**src/rtl/mux_skid_n.sv**
```systemverilog
// N-way source selector feeding a two-entry skid buffer with valid/ready on both sides.
// The select index travels with the data; out-of-range selects store zero data and raise a sticky error.
module mux_skid_n #(
  parameter int WIDTH = 32,
  parameter int NSRC  = 4,
  parameter int SELW  = 2
) (
  input  logic                  clk,
  input  logic                  reset,
  input  logic [NSRC*WIDTH-1:0] in_data,
  input  logic [SELW-1:0]       in_sel,
  input  logic                  in_valid,
  output logic                  in_ready,
  output logic [WIDTH-1:0]      out_data,
  output logic [SELW-1:0]       out_src,
  output logic                  out_valid,
  input  logic                  out_ready,
  input  logic                  flush,
  input  logic                  clr_err,
  output logic                  sel_err
);

  typedef enum logic [1:0] {
    EMPTY = 2'd0,
    ONE   = 2'd1,
    TWO   = 2'd2
  } state_t;

  state_t           state_q;
  logic [WIDTH-1:0] head_data_q;
  logic [SELW-1:0]  head_src_q;
  logic [WIDTH-1:0] skid_data_q;
  logic [SELW-1:0]  skid_src_q;
  logic             err_q;

  logic [WIDTH-1:0] sel_data;
  logic             sel_ok;
  logic             accept;
  logic             deliver;

  // Loop compare keeps the part-select in range even when NSRC < 2**SELW.
  always_comb begin
    sel_data = '0;
    sel_ok   = 1'b0;
    for (int k = 0; k < NSRC; k++) begin
      if (in_sel == SELW'(k)) begin
        sel_data = in_data[k*WIDTH +: WIDTH];
        sel_ok   = 1'b1;
      end
    end
  end

  assign in_ready  = (state_q != TWO);
  assign out_valid = (state_q != EMPTY);
  assign out_data  = head_data_q;
  assign out_src   = head_src_q;
  assign sel_err   = err_q;

  assign accept  = in_valid & in_ready;
  assign deliver = out_valid & out_ready;

  always_ff @(posedge clk or posedge reset) begin
    if (reset) begin
      state_q     <= EMPTY;
      head_data_q <= '0;
      head_src_q  <= '0;
      skid_data_q <= '0;
      skid_src_q  <= '0;
      err_q       <= 1'b0;
    end else begin
      // Set beats clear, and an errored accept still counts during a flush.
      if (accept && !sel_ok) begin
        err_q <= 1'b1;
      end else if (clr_err) begin
        err_q <= 1'b0;
      end

      if (flush) begin
        state_q <= EMPTY;
      end else begin
        case (state_q)
          EMPTY: begin
            if (accept) begin
              head_data_q <= sel_data;
              head_src_q  <= in_sel;
              state_q     <= ONE;
            end
          end
          ONE: begin
            case ({accept, deliver})
              2'b10: begin
                skid_data_q <= sel_data;
                skid_src_q  <= in_sel;
                state_q     <= TWO;
              end
              2'b01: state_q <= EMPTY;
              2'b11: begin
                head_data_q <= sel_data;
                head_src_q  <= in_sel;
              end
              default: ;
            endcase
          end
          TWO: begin
            if (deliver) begin
              head_data_q <= skid_data_q;
              head_src_q  <= skid_src_q;
              state_q     <= ONE;
            end
          end
          default: state_q <= EMPTY;
        endcase
      end
    end
  end

endmodule

```
**config.mk**
```make
export PLATFORM = sky130hd
export DESIGN_NAME = mux_skid_n
export DESIGN_NICKNAME = d
export VERILOG_FILES = /design/src/rtl/mux_skid_n.sv
export SDC_FILE = /design/constraint.sdc
export NUM_CORES = 1
export LEC_CHECK = 0
export ABC_AREA = 0
export CAP_MARGIN = 20
export CORE_ASPECT_RATIO = 0.7
export CORE_MARGIN = 2
export CORE_UTILIZATION = 45
export DETAILED_ROUTE_END_ITERATION = 8
export GPL_TIMING_DRIVEN = 1
export MAX_ROUTING_LAYER = met4
export PLACE_DENSITY_LB_ADDON = 0.05
export REMOVE_ABC_BUFFERS = 1
export SLEW_MARGIN = 20
export SYNTH_ARGS = -nofsm -noshare
export SYNTH_HDL_FRONTEND = slang
export SYNTH_SLANG_ARGS = --single-unit
```
**constraint.sdc**
```tcl
create_clock -name clk -period 2.9 [get_ports clk]
set_input_delay 0.58 -clock clk [delete_from_list [all_inputs] [get_ports clk]]
set_output_delay 0.58 -clock clk [all_outputs]
set_load 0.01 [all_outputs]
```
==> run_1/floorplan.png <==
The bar under the picture is 20 um long. Pins as bars on the die edge.
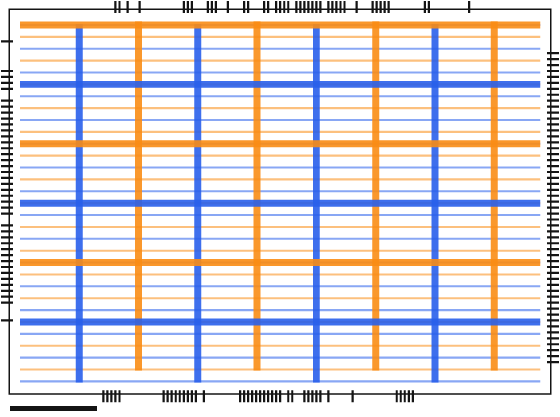
[orange] VDD
[blue] VSS
met5 straps: 6
met4 straps: 8
signal pins: 173

==> run_1/class_map.png <==
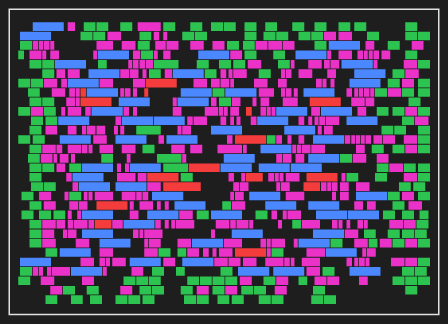
[magenta] remaining logic cells | cells: 334
[green] remaining buffers and delay cells | cells: 184
[red] clock drivers and dummy loads | cells: 16
[blue] sequential cells | cells: 71

==> run_1/clock_wires.png <==
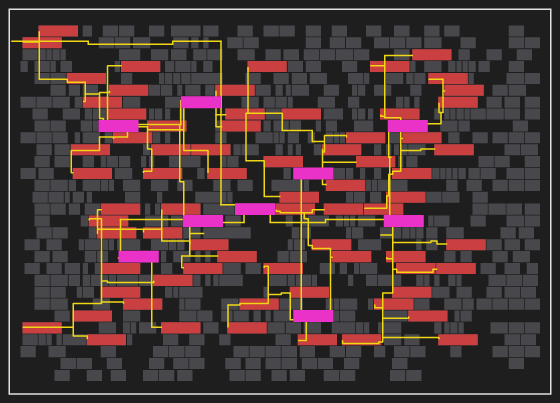
[yellow] clock wires | length: 956 um
[magenta] clock-net drivers | count: 9
[red] flip-flops | count: 71
routed clock nets: 10

==> impl_results.rst, run 1 <==
Synthesis and place-and-route
=============================

.. list-table::
   :header-rows: 1

   * - Metric
     - Value
   * - IR drop worst, VDD
     - 0.351 mV
   * - Syn. warnings
     - 0
   * - Setup violation total in the final timing report
     - 0
   * - Average cell area after synthesis
     - 10.2 sq um
   * - Number of placed instances, taps included
     - 717
   * - Headroom to the max-slew limit
     - 54.6%
   * - Die x size
     - 124 um
   * - Number of nets in the layout
     - 736
   * - Global placement routability congestion
     - 0.810
   * - Hold buffers post-CTS
     - 0
   * - Fraction of final layout cells sized beyond drive strength 1
     - 17.9%
   * - Synthesized registers
     - 71
   * - Layout overhead on the synthesized area
     - 45.4%
   * - Basic-gate share of the synthesized area counting and, or, nand and nor cells
     - 14.2%
   * - Standard cell core area
     - 0.00972 sq mm
   * - Unrepaired setup endpoints after global routing
     - no
   * - Element type at the critical path end
     - primary output
   * - Global-route usage over all layers
     - 23.4%
   * - Count of input and output buffers
     - 172
   * - Remaining global-route overflow
     - 0
   * - Worst reg-to-reg setup slack
     - 0.87 ns
   * - Final Hold Violation Tally
     - 0
   * - Stage-log warning count
     - 25
   * - I/O pin count
     - 173
   * - Postcts setup bufs
     - 0
   * - FP Rows
     - 30
   * - Worst min-delay path class
     - flip-flop to flip-flop
   * - Area of the chip
     - 0.0108 sq mm
   * - Area fraction in mux cells
     - 26.3%
   * - Crit Path Class
     - flip-flop to primary output
   * - WL per Instance
     - 16.6 um
   * - GR Layer Usage met3
     - 5.08%
   * - Maximum fanout count along the critical path
     - 18
   * - Clock slew at reported path FFs
     - 0.05 ns
   * - Reported max-cap violation count
     - 0
   * - Via count of the first global-routing pass
     - 3840
   * - Upper clock frequency limit
     - 404 MHz
   * - Ys cells
     - 441
   * - Layer with the highest usage after global routing
     - met2
   * - Transition time at the pin with the least slew margin
     - 0.681 ns
   * - Run status
     - completed
   * - Clock latency on the worst-skew pair
     - 0.33 ns
   * - Post-cts sizing count
     - 0
   * - Worst hold slack
     - 0.483 ns
   * - Pwr dens
     - 544 mW/mm^2
   * - Number of inserted diodes
     - 0
   * - Final Critical Period
     - 2.48 ns
   * - Leakage power of the design
     - 2.77 nW
   * - Post-synthesis cell type with the largest combined area
     - dfrtp_1
   * - Number of buffers created by CTS
     - 9
   * - Count of flip-flops with a built-in enable after synthesis
     - 0
   * - Sort of element at the start of the critical path
     - flip-flop
   * - DRT Pass-1 Iters
     - 6
   * - Worst Clk Skew
     - 0.00319 ns
   * - Sequential share of the synthesized area
     - 39.4%
   * - Placed wire-length estimate after detailed placement
     - 8560 um
   * - Most instantiated logic cells after routing
     - clkdlybuf4s50_1 (170), dfrtp_1 (71), nor2_1 (59)
   * - Most used DFF post-synth
     - dfrtp_1
   * - Adder and majority cell fraction of the synthesized area
     - 0%
   * - Vias
     - 3900
   * - First-pass GRT wire length
     - 18900 um
   * - Met2 track demand over resource
     - 36.7%
   * - Maximum level of the CTS H-tree
     - 3
   * - Maximum clock path buffer count
     - 2
   * - Setup TNS after final layout
     - 0 ns
   * - Final total power
     - 3.57 mW
   * - Clock root buffer master
     - clkbuf_16
   * - Synth top area cells
     - dfrtp_1 (39%), mux2_2 (14%), mux2i_1 (9.3%)
   * - Routed via count divided by cell count
     - 5.32
   * - TritonCTS sink count
     - 71
   * - Data required time at the worst endpoint
     - 2.32 ns
   * - Post-synthesis async set-or-reset flop share
     - 100%
   * - Share of the synthesized netlist area taken by xor and xnor gates
     - 0%
   * - Wire length reported by the detailed router
     - 12200 um
   * - Number of instances in the synthesized netlist
     - 441
   * - Number of antenna violations at the first check in global routing
     - 0
   * - Final count of pins violating max slew
     - 0
   * - Largest net degree at the start of global routing
     - 67
   * - Number of routed nets with antenna violations
     - 0
   * - Starting DRC count in detailed routing
     - 210
   * - Post-synth design cell area
     - 0.00451 sq mm
   * - Compound-gate portion of the synthesized area
     - 13.6%
   * - DRC Markers
     - 0
   * - Non-filler cells, final
     - 733
   * - Post-synth area from yosys stat
     - 0.00451 sq mm
   * - Height of the die
     - 87.8 um
   * - Final worst-path cycle share
     - 85.5%
   * - Data arrival time of the critical path
     - 1.90 ns
   * - Met1 demand-to-capacity share in global routing
     - 30.9%
   * - Share of the core filled with cells
     - 67.5%
   * - Post-synth top area share
     - 39.4%
   * - Initial Util
     - 46.4%
   * - Comb area leader
     - multiplexers
   * - Commonest non-fill, non-tap cell in the layout
     - clkdlybuf4s50_1
   * - Unique masters post-synth
     - 31
   * - Clock tree from TritonCTS
     - built
## run 1: synth_stat cells, types with 3 or more instances
library cell,instances
buf_2,12
a221oi_2,8
nor2_1,59
nor3b_1,22
clkbuf_1,6
o21ai_0,26
mux2_2,56
mux2_4,3
a21oi_1,27
a211oi_1,24
dfrtp_1,71
nand2_1,36
mux2_1,8
buf_6,17
o21ai_1,6
mux2i_1,42
## run 1: critical path: stages, from the launching register on
cell	delay [ns]
dfrtp_1	0.43
nor2b_4	0.16
inv_2	0.34
clkdlybuf4s50_1	0.63
## run 1: metrics by stage
| stage | cell area (sq um) | setup slack, ns |
|---|---|---|
| finish | 6560 | 0.422 |
| detailed placement | 6250 | 0.556 |
| floorplan | 4230 | 0.380 |
| CTS | 6560 | 0.410 |
| global placement | 6250 | 0.605 |
| global route | 6560 | 0.360 |
## run 1: area by class of cell
class                           instances  area, sq um
Clock buffer                           13          270
Clock inverter                          3         40.0
Fill cell                             760         3160
Inverter                                3         11.3
Multi-Input combinational cell        331         2440
Sequential cell                        71         1780
Tap cell                              128          160
Timing Repair Buffer                  184         1850
## run 1: cells by family after synthesis
logic type	count (synthesis)
AND-OR/OR-AND	92
multiplexers	109
AND/OR/NAND/NOR	130
flip-flops	71
buffers and inverters	39
## run 1: path summary, 6_finish.rpt
check,startpoint,depth (start not counted),end
worst max-delay path,state_q[1],3,in_ready
worst max register to register,state_q[1],5,out_data[31]
max in group asynchronous,reset,3,skid_data_q[29]
worst min register to register,skid_data_q[0],2,skid_data_q[0]
worst min-delay path,skid_data_q[0],2,skid_data_q[0]
min in group asynchronous,reset,2,skid_data_q[25]
## run 1: metal layers
metal  share of wire [%]  wire length, um
met5                   0                0
met4                0.81               98
met3                 7.5              907
met2                  45             5510
met1                  46             5660
## run 1: where the power goes
group          internal, mW  switching (mW)  leakage [nW]
Sequential             1.24           0.135         0.864
Combinational         0.634           0.422          1.75
Clock                 0.733           0.406         0.156
Total                  2.60           0.963          2.77
## run 1: registers in the layout, summed over array words and instances (netlist names)
register	flops
state_q	2
out_src	2
skid_data_q	32
skid_src_q	2
out_data	32
sel_err	1
==> run_1/congestion_map.png <==
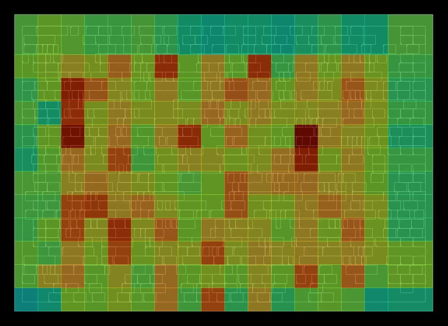

==> run 1 -> run 2 <==
--- a/config.mk
+++ b/config.mk
@@ -9,7 +9,7 @@
 export CAP_MARGIN = 20
 export CORE_ASPECT_RATIO = 0.7
 export CORE_MARGIN = 2
-export CORE_UTILIZATION = 45
+export CORE_UTILIZATION = 40
 export DETAILED_ROUTE_END_ITERATION = 8
 export GPL_TIMING_DRIVEN = 1
 export MAX_ROUTING_LAYER = met4
==> constraint.sdc (replaced) <==
create_clock -name clk -period 1.99 [get_ports clk]
set_input_delay 0.398 -clock clk [delete_from_list [all_inputs] [get_ports clk]]
set_output_delay 0.398 -clock clk [all_outputs]
set_load 0.01 [all_outputs]
==> run_2/congestion_map.png <==
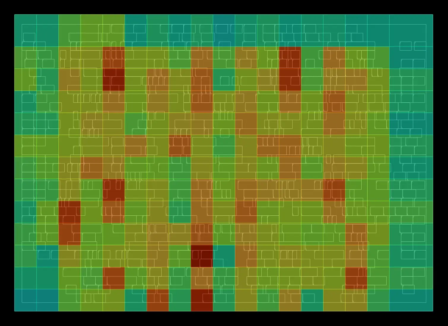
met2 track demand over resource: 33.0%
share of the core filled with cells: 61.0%
global-route usage over all layers: 21.1%
layer with the highest usage after global routing: met2

==> impl_results.rst, run 2 <==
Synthesis and place-and-route
=============================

.. list-table::
   :header-rows: 1

   * - Metric
     - Value
   * - Run status
     - completed
   * - Clock slew at reported path FFs
     - 0.06 ns (about the same)
   * - Commonest non-fill, non-tap cell in the layout
     - clkdlybuf4s50_1
   * - Global placement routability congestion
     - 0.762 (-6.0%)
   * - FP Rows
     - 32 (+6.7%)
   * - IR drop worst, VDD
     - 0.438 mV (+25%)
   * - Data arrival time of the critical path
     - 1.52 ns (-0.38 ns)
   * - Leakage power of the design
     - 2.82 nW (+1.8%)
   * - Worst hold slack
     - 0.371 ns (-0.111 ns)
   * - Ys cells
     - 441 (unchanged)
   * - Clock tree from TritonCTS
     - built
   * - First-pass GRT wire length
     - 19400 um (+2.6%)
   * - Placed wire-length estimate after detailed placement
     - 8890 um (+3.9%)
   * - Element type at the critical path end
     - primary output
   * - Crit Path Class
     - flip-flop to primary output
   * - Unrepaired setup endpoints after global routing
     - no
   * - Worst Clk Skew
     - 0.00630 ns (+0.00311 ns)
   * - Pwr dens
     - 749 mW/mm^2 (+38%)
   * - Die x size
     - 131 um (+5.9%)
   * - Standard cell core area
     - 0.0110 sq mm (+13%)
   * - Crit path max-delay cell type
     - clkdlybuf4s50_1
   * - Maximum level of the CTS H-tree
     - 3 (unchanged)
   * - Post-synth area from yosys stat
     - 0.00451 sq mm (unchanged)
   * - WL per Instance
     - 15.9 um (-4.3%)
   * - Setup violation total in the final timing report
     - 0 (unchanged)
   * - Remaining global-route overflow
     - 0 (unchanged)
   * - DRC Markers
     - 0 (unchanged)
   * - Top cell types by occurrence after synthesis
     - dfrtp_1 (71), nor2_1 (59), mux2_2 (56), mux2i_1 (42), nand2_1 (36)
   * - Worst min-delay path class
     - input port to asynchronous set/reset pin
   * - Fraction of final layout cells sized beyond drive strength 1
     - 19.4% (+1.5 points)
   * - Via count of the first global-routing pass
     - 3886 (+1.2%)
   * - TritonCTS sink count
     - 71 (unchanged)
   * - Sort of element at the start of the critical path
     - flip-flop
   * - Area of the chip
     - 0.0122 sq mm (+12%)
   * - I/O pin count
     - 173 (unchanged)
   * - Final Hold Violation Tally
     - 0 (unchanged)
   * - Most used DFF post-synth
     - dfrtp_1
   * - Final worst-path cycle share
     - 96.4%
   * - Number of routed nets with antenna violations
     - 0 (unchanged)
   * - Maximum clock path buffer count
     - 2 (unchanged)
   * - Number of buffers created by CTS
     - 9 (unchanged)
   * - Count of input and output buffers
     - 172 (unchanged)
   * - Average cell area after synthesis
     - 10.2 sq um (unchanged)
   * - Number of instances in the synthesized netlist
     - 441 (unchanged)
   * - Post-synth top area share
     - 39.4% (unchanged)
   * - Post-synth design cell area
     - 0.00451 sq mm (unchanged)
   * - Height of the die
     - 92.8 um (+5.8%)
   * - Upper clock frequency limit
     - 521 MHz
   * - Critical path's largest stage delay
     - 0.47 ns (-0.16 ns)
   * - Critical register-to-register path startpoint
     - state_q[0]
   * - Starting DRC count in detailed routing
     - 149 (-29%)
   * - Unique masters post-synth
     - 31 (unchanged)
   * - Cells along the critical path
     - or2_2 -> clkdlybuf4s50_1
   * - Post-synthesis async set-or-reset flop share
     - 100% (unchanged)
   * - Sequential share of the synthesized area
     - 39.4% (unchanged)
   * - DRT Pass-1 Iters
     - 4 (-2)
   * - Final total power
     - 5.03 mW (+41%)
   * - Most instantiated logic cells after routing
     - clkdlybuf4s50_1 (169), dfrtp_1 (70), nor2_1 (59)
   * - Final count of pins violating max slew
     - 0 (unchanged)
   * - Final Critical Period
     - 1.92 ns
   * - Syn. warnings
     - 0 (unchanged)
   * - Post-synthesis cell type with the largest combined area
     - dfrtp_1
   * - Transition time at the pin with the least slew margin
     - 0.390 ns (-0.291 ns)
   * - Vias
     - 3880 (-0.51%)
   * - Clock root buffer master
     - clkbuf_16
   * - Layout overhead on the synthesized area
     - 49.0%
   * - Wire length reported by the detailed router
     - 12200 um (+0.31%)
   * - Data required time at the worst endpoint
     - 1.59 ns (-0.73 ns)
   * - Reported max-cap violation count
     - 0 (unchanged)
   * - Number of antenna violations at the first check in global routing
     - 1 (+1)
   * - Launching instance or port of the critical path
     - state_q[1]
   * - Stage-log warning count
     - 25 (unchanged)
   * - Headroom to the max-slew limit
     - 74.0% (+19 points)
   * - Initial Util
     - 41.0% (-5.4 points)
   * - Routed via count divided by cell count
     - 5.05 (-5.0%)
   * - Largest net degree at the start of global routing
     - 40 (-40%)
   * - Clock latency on the worst-skew pair
     - 0.33 ns (about the same)
   * - Setup Slack @ Placement
     - -0.0913 ns (-0.647 ns)
   * - Number of nets in the layout
     - 746 (+1.4%)
   * - Count of flip-flops with a built-in enable after synthesis
     - 0 (unchanged)
   * - Final Worst Setup Slack
     - 0.0712 ns (-0.351 ns)
   * - Synth top area cells
     - dfrtp_1 (39%), mux2_2 (14%), mux2i_1 (9.3%)
   * - Dominant cell by count in the synthesized netlist
     - dfrtp_1
   * - Synthesized registers
     - 71 (unchanged)
   * - Maximum fanout count along the critical path
     - 5 (-13)
==> run_2/floorplan.png <==
The bar under the picture is 50 um long. Pins as bars on the die edge.
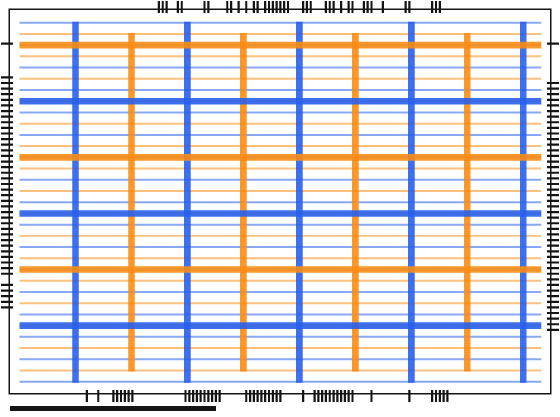
[blue] VSS
[orange] VDD
signal pins: 173
met1 rails: 33
met4 straps: 9

-- run 2: cell type report --
type	count	area, sq um
timing repair buffer	194	2020
multi-input combinational	331	2440
inverter	3	12.5
antenna	1	2.50
fill	892	4290
clock inverter	5	35.0
tap	153	191
clock buffer	10	239
sequential	71	1780
-- run 2: what timing repair did --
action | in CTS | in global routing
pin swaps | 0 | 0
hold buffers | 0 | 0
setup buffers | 0 | 2
gates resized | 2 | 0
endpoints found under the setup margin | 2 | 1
-- run 2: worst paths after layout --
check,depth (start not counted),end,slack [ns]
max,2,out_valid,0.07
min,2,out_data[29],0.37
max reg2reg,7,out_data[13],0.18
min reg2reg,2,skid_data_q[2],0.48
max in group asynchronous,3,state_q[0],1.11
min in group clk,2,skid_data_q[2],0.48
-- run 2: cells by family after synthesis --
kind of cell,count (synthesis),synth area share (%)
buffers and inverters,39,6.49
AND-OR/OR-AND,92,13.6
multiplexers,109,26.3
flip-flops,71,39.4
AND/OR/NAND/NOR,130,14.2
-- run 2: report_power, final --
group	total (mW)	switching [mW]	internal [mW]
logic	1.56	0.611	0.952
clock network	1.47	0.600	0.867
registers	2.00	0.198	1.80
-- run 2: metal layers --
metal,wire length (um),part of all wire (%),track usage [%],up-vias
met4,96,0.79,5.23,0
met2,5630,46,33.0,125
met5,0,0,-,-
li1,-,-,-,1904
met3,764,6.3,5.55,9
met1,5720,47,27.3,1842
-- run 2: per-stage QoR --
step / instance area (sq um) / util (%) / TNS [ns] / std cells
after floorplan: 4230 / - / -20.08 / 405
after global placement: 6430 / 58.4 / -0.855 / 750
after detailed placement: 6430 / 58.4 / -1.96 / 750
after CTS: 6700 / 60.9 / 0 / 765
after global routing: 6720 / 61.0 / 0 / 768
final: 6720 / 61.0 / 0 / 768
-- run 2: critical path, delay by kind of cell, from the launching register on --
family | cells | cell delay (ns)
flip-flops | 1 | 0.43
AND/OR/NAND/NOR | 1 | 0.29
buffers and inverters | 1 | 0.47
==> run_2/class_map.png <==
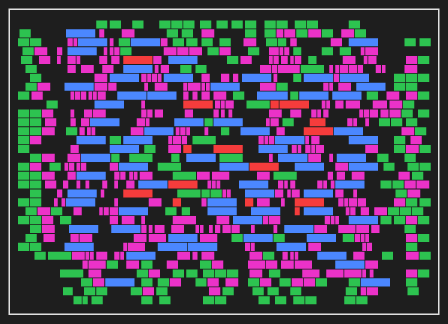

==> run 2 -> run 3 <==
--- a/config.mk
+++ b/config.mk
@@ -10,9 +10,9 @@
 export CORE_ASPECT_RATIO = 0.7
 export CORE_MARGIN = 2
 export CORE_UTILIZATION = 40
+export CTS_BUF_LIST = sky130_fd_sc_hd__clkbuf_16
 export DETAILED_ROUTE_END_ITERATION = 8
 export GPL_TIMING_DRIVEN = 1
-export MAX_ROUTING_LAYER = met4
 export PLACE_DENSITY_LB_ADDON = 0.05
 export REMOVE_ABC_BUFFERS = 1
 export SLEW_MARGIN = 20
==> run_3/class_map.png <==
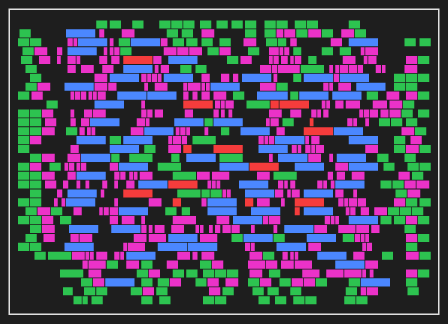
[red] clock drivers and dummy loads | cells: 15
[blue] sequential cells | cells: 71
[magenta] remaining logic cells | cells: 334
[green] remaining buffers and delay cells | cells: 194

==> impl_results.rst, run 3 <==
Synthesis and place-and-route
=============================

.. list-table::
   :header-rows: 1

   * - Metric
     - Value
   * - Run status
     - completed
   * - Area fraction in mux cells
     - 26.3% (unchanged)
   * - Fraction of final layout cells sized beyond drive strength 1
     - 19.2% (-0.16 points)
   * - Final worst-path cycle share
     - 95.9% (-0.51 points)
   * - Number of routed nets with antenna violations
     - 0 (unchanged)
   * - Number of buffers created by CTS
     - 9 (unchanged)
   * - Post-synthesis cell type with the largest combined area
     - dfrtp_1
   * - Number of nets in the layout
     - 746 (unchanged)
   * - Metal3 WL
     - 762 um (-0.26%)
   * - Final count of pins violating max slew
     - 0 (unchanged)
   * - Clock slew at reported path FFs
     - 0.06 ns (about the same)
   * - Layout overhead on the synthesized area
     - 48.7%
   * - Placed wire-length estimate after detailed placement
     - 8890 um (unchanged)
   * - Dominant cell by count in the synthesized netlist
     - dfrtp_1
   * - Number of placed instances, taps included
     - 750 (unchanged)
   * - Initial Util
     - 41.0% (unchanged)
   * - Top cell types by occurrence after synthesis
     - dfrtp_1 (71), nor2_1 (59), mux2_2 (56), mux2i_1 (42), nand2_1 (36)
   * - Upper clock frequency limit
     - 524 MHz (+0.53%)
   * - Post-synth area from yosys stat
     - 0.00451 sq mm (unchanged)
   * - I/O pin count
     - 173 (unchanged)
   * - Routed via count divided by cell count
     - 5.04 (-0.28%)
   * - Detailed route wirelength on metal2
     - 5580 um (-0.91%)
   * - Basic-gate share of the synthesized area counting and, or, nand and nor cells
     - 14.2% (unchanged)
   * - Remaining global-route overflow
     - 0 (unchanged)
   * - DRC Markers
     - 0 (unchanged)
   * - Non-filler cells, final
     - 767 (-0.13%)
   * - Syn. warnings
     - 0 (unchanged)
   * - Unrepaired setup endpoints after global routing
     - no
   * - Starting DRC count in detailed routing
     - 133 (-11%)
   * - Via count of the first global-routing pass
     - 3890 (+0.10%)
   * - Fill cell count
     - 894 (+0.22%)
   * - Most used DFF post-synth
     - dfrtp_1
   * - Share of the synthesized netlist area taken by xor and xnor gates
     - 0% (unchanged)
   * - Share of the core filled with cells
     - 60.9% (-0.11 points)
   * - Comb area leader
     - multiplexers
   * - Number of antenna violations at the first check in global routing
     - 1 (unchanged)
   * - Unique masters post-synth
     - 31 (unchanged)
   * - Standard cell core area
     - 0.0110 sq mm (unchanged)
   * - Worst Clk Skew
     - 0.00629 ns (-0.0000145 ns)
   * - Wire length reported by the detailed router
     - 12200 um (-0.35%)
   * - Transition time at the pin with the least slew margin
     - 0.391 ns (+0.00180 ns)
   * - Compound-gate portion of the synthesized area
     - 13.6% (unchanged)
   * - Synthesized registers
     - 71 (unchanged)
   * - Adder and majority cell fraction of the synthesized area
     - 0% (unchanged)
   * - Maximum fanout count along the critical path
     - 5 (unchanged)
   * - WL per Instance
     - 15.9 um (-0.22%)
   * - Die x size
     - 131 um (unchanged)
   * - Count of input and output buffers
     - 172 (unchanged)
   * - Headroom to the max-slew limit
     - 73.9% (-0.12 points)
   * - TritonCTS sink count
     - 71 (unchanged)
   * - Maximum level of the CTS H-tree
     - 3 (unchanged)
   * - Count of flip-flops with a built-in enable after synthesis
     - 0 (unchanged)
   * - Clock latency on the worst-skew pair
     - 0.33 ns (about the same)
   * - Final Hold Violation Tally
     - 0 (unchanged)
   * - Maximum clock path buffer count
     - 2 (unchanged)
   * - Top Layer Used
     - met5
   * - Post-Route M1 WL
     - 5670 um (-0.91%)
   * - Clock root buffer master
     - clkbuf_16
   * - FP Rows
     - 32 (unchanged)
   * - Crit Path Class
     - flip-flop to primary output
   * - Height of the die
     - 92.8 um (unchanged)
   * - Ys cells
     - 441 (unchanged)
   * - Post-synthesis async set-or-reset flop share
     - 100% (unchanged)
   * - Post-synth top area share
     - 39.4% (unchanged)
   * - Sequential share of the synthesized area
     - 39.4% (unchanged)
   * - Sort of element at the start of the critical path
     - flip-flop
   * - Average cell area after synthesis
     - 10.2 sq um (unchanged)
   * - Global-route usage over all layers
     - 20.4% (-0.62 points)
   * - First-pass GRT wire length
     - 19400 um (about the same)
   * - Reported max-cap violation count
     - 0 (unchanged)
   * - Data required time at the worst endpoint
     - 1.59 ns (about the same)
   * - Post-synth design cell area
     - 0.00451 sq mm (unchanged)
   * - Element type at the critical path end
     - primary output
   * - IR drop worst, VDD
     - 0.434 mV (-0.74%)
   * - Commonest non-fill, non-tap cell in the layout
     - clkdlybuf4s50_1
   * - Most instantiated logic cells after routing
     - clkdlybuf4s50_1 (169), dfrtp_1 (70), nor2_1 (59)
   * - Synth top area cells
     - dfrtp_1 (39%), mux2_2 (14%), mux2i_1 (9.3%)
   * - Clock tree from TritonCTS
     - built
   * - Leakage power of the design
     - 2.81 nW (-0.20%)
   * - Worst min-delay path class
     - input port to asynchronous set/reset pin
   * - Largest net degree at the start of global routing
     - 40 (unchanged)
   * - Vias
     - 3864 (-0.41%)
   * - DRT Pass-1 Iters
     - 4 (unchanged)
   * - Number of inserted diodes
     - 0 (-1)
==> run_3/clock_wires.png <==
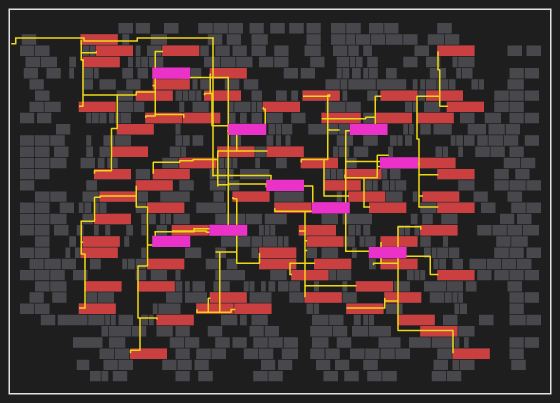
[magenta] clock-net drivers | count: 9
[yellow] clock wires | length: 929 um
[red] flip-flops | count: 71
routed clock nets: 10

## run 3: cell families after synthesis
family          Yosys count
flops                    71
buf+inv                  39
compound gates           92
simple gates            130
mux                     109
## run 3: critical path, stage by stage (launching register included)
cell and delay, ns:
dfrtp_1 0.43, or2_2 0.29, clkdlybuf4s50_1 0.47
## run 3: layer usage
| metal | GRT usage (%) | up-vias |
|---|---|---|
| met2 | 33.0 | 106 |
| li1 | - | 1902 |
| met5 | 0 | - |
| met4 | 5.23 | 2 |
| met1 | 27.0 | 1840 |
| met3 | 5.78 | 14 |
## run 3: layout make-up
cell class	count	area [sq um]	share of cell area, %
inverters	3	12.5	0.187
flip-flops and latches	71	1780	26.5
multi-input cells	331	2440	36.5
well taps	153	191	2.85
clock buffers	9	225	3.36
clock inverters	6	38.8	0.578
repair buffers	194	2020	30.1
## run 3: power breakdown
group	internal (mW)	switching (mW)	total [mW]	leakage, nW
Combinational	0.952	0.611	1.56	1.83
Clock	0.828	0.597	1.43	0.117
Sequential	1.80	0.197	2.00	0.863
## run 3: final timing paths
path	endpoint	start	slack, ns	cells after the start
max	out_valid	state_q[1]	0.08	2
min	out_data[29]	reset	0.37	2
max reg2reg	out_data[13]	state_q[0]	0.19	7
min reg2reg	skid_data_q[26]	skid_data_q[26]	0.48	2
max in group asynchronous	state_q[0]	reset	1.10	3
min in group clk	skid_data_q[26]	skid_data_q[26]	0.48	2
## run 3: per-stage QoR
stage          setup TNS, ns  area (sq um)  setup slack [ns]  hold slack (ns)  total power, mW
2_1_floorplan         -20.08          4230            -0.350            0.451             2.68
3_3_place_gp          -0.855          6430           -0.0418            0.461             3.54
3_5_place_dp           -1.96          6430           -0.0913            0.470             3.59
4_1_cts                    0          6690            0.0173            0.376             5.04
5_1_grt                    0          6710            0.0222            0.414             5.28
6_report                   0          6710            0.0813            0.374             4.99
## run 3: what timing repair did
item,CTS,global route
resized,2,0
hold buffers,0,0
setup endpoints to repair,2,1
setup buffers,0,2
endpoints found under the hold margin,0,0

==> screenshots <==
Wiring by layer.
picture 1
The bar under the picture is 50 um long.
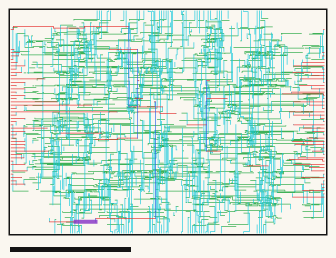
picture 2
The bar under the picture is 20 um long.
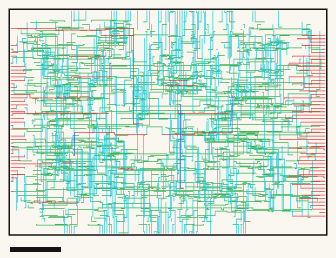
| picture | from |
|---|---|
| picture 2 | run 1 |
| picture 1 | run 3 |

Power figures rest on the tool's default switching activity, not on a simulated workload.
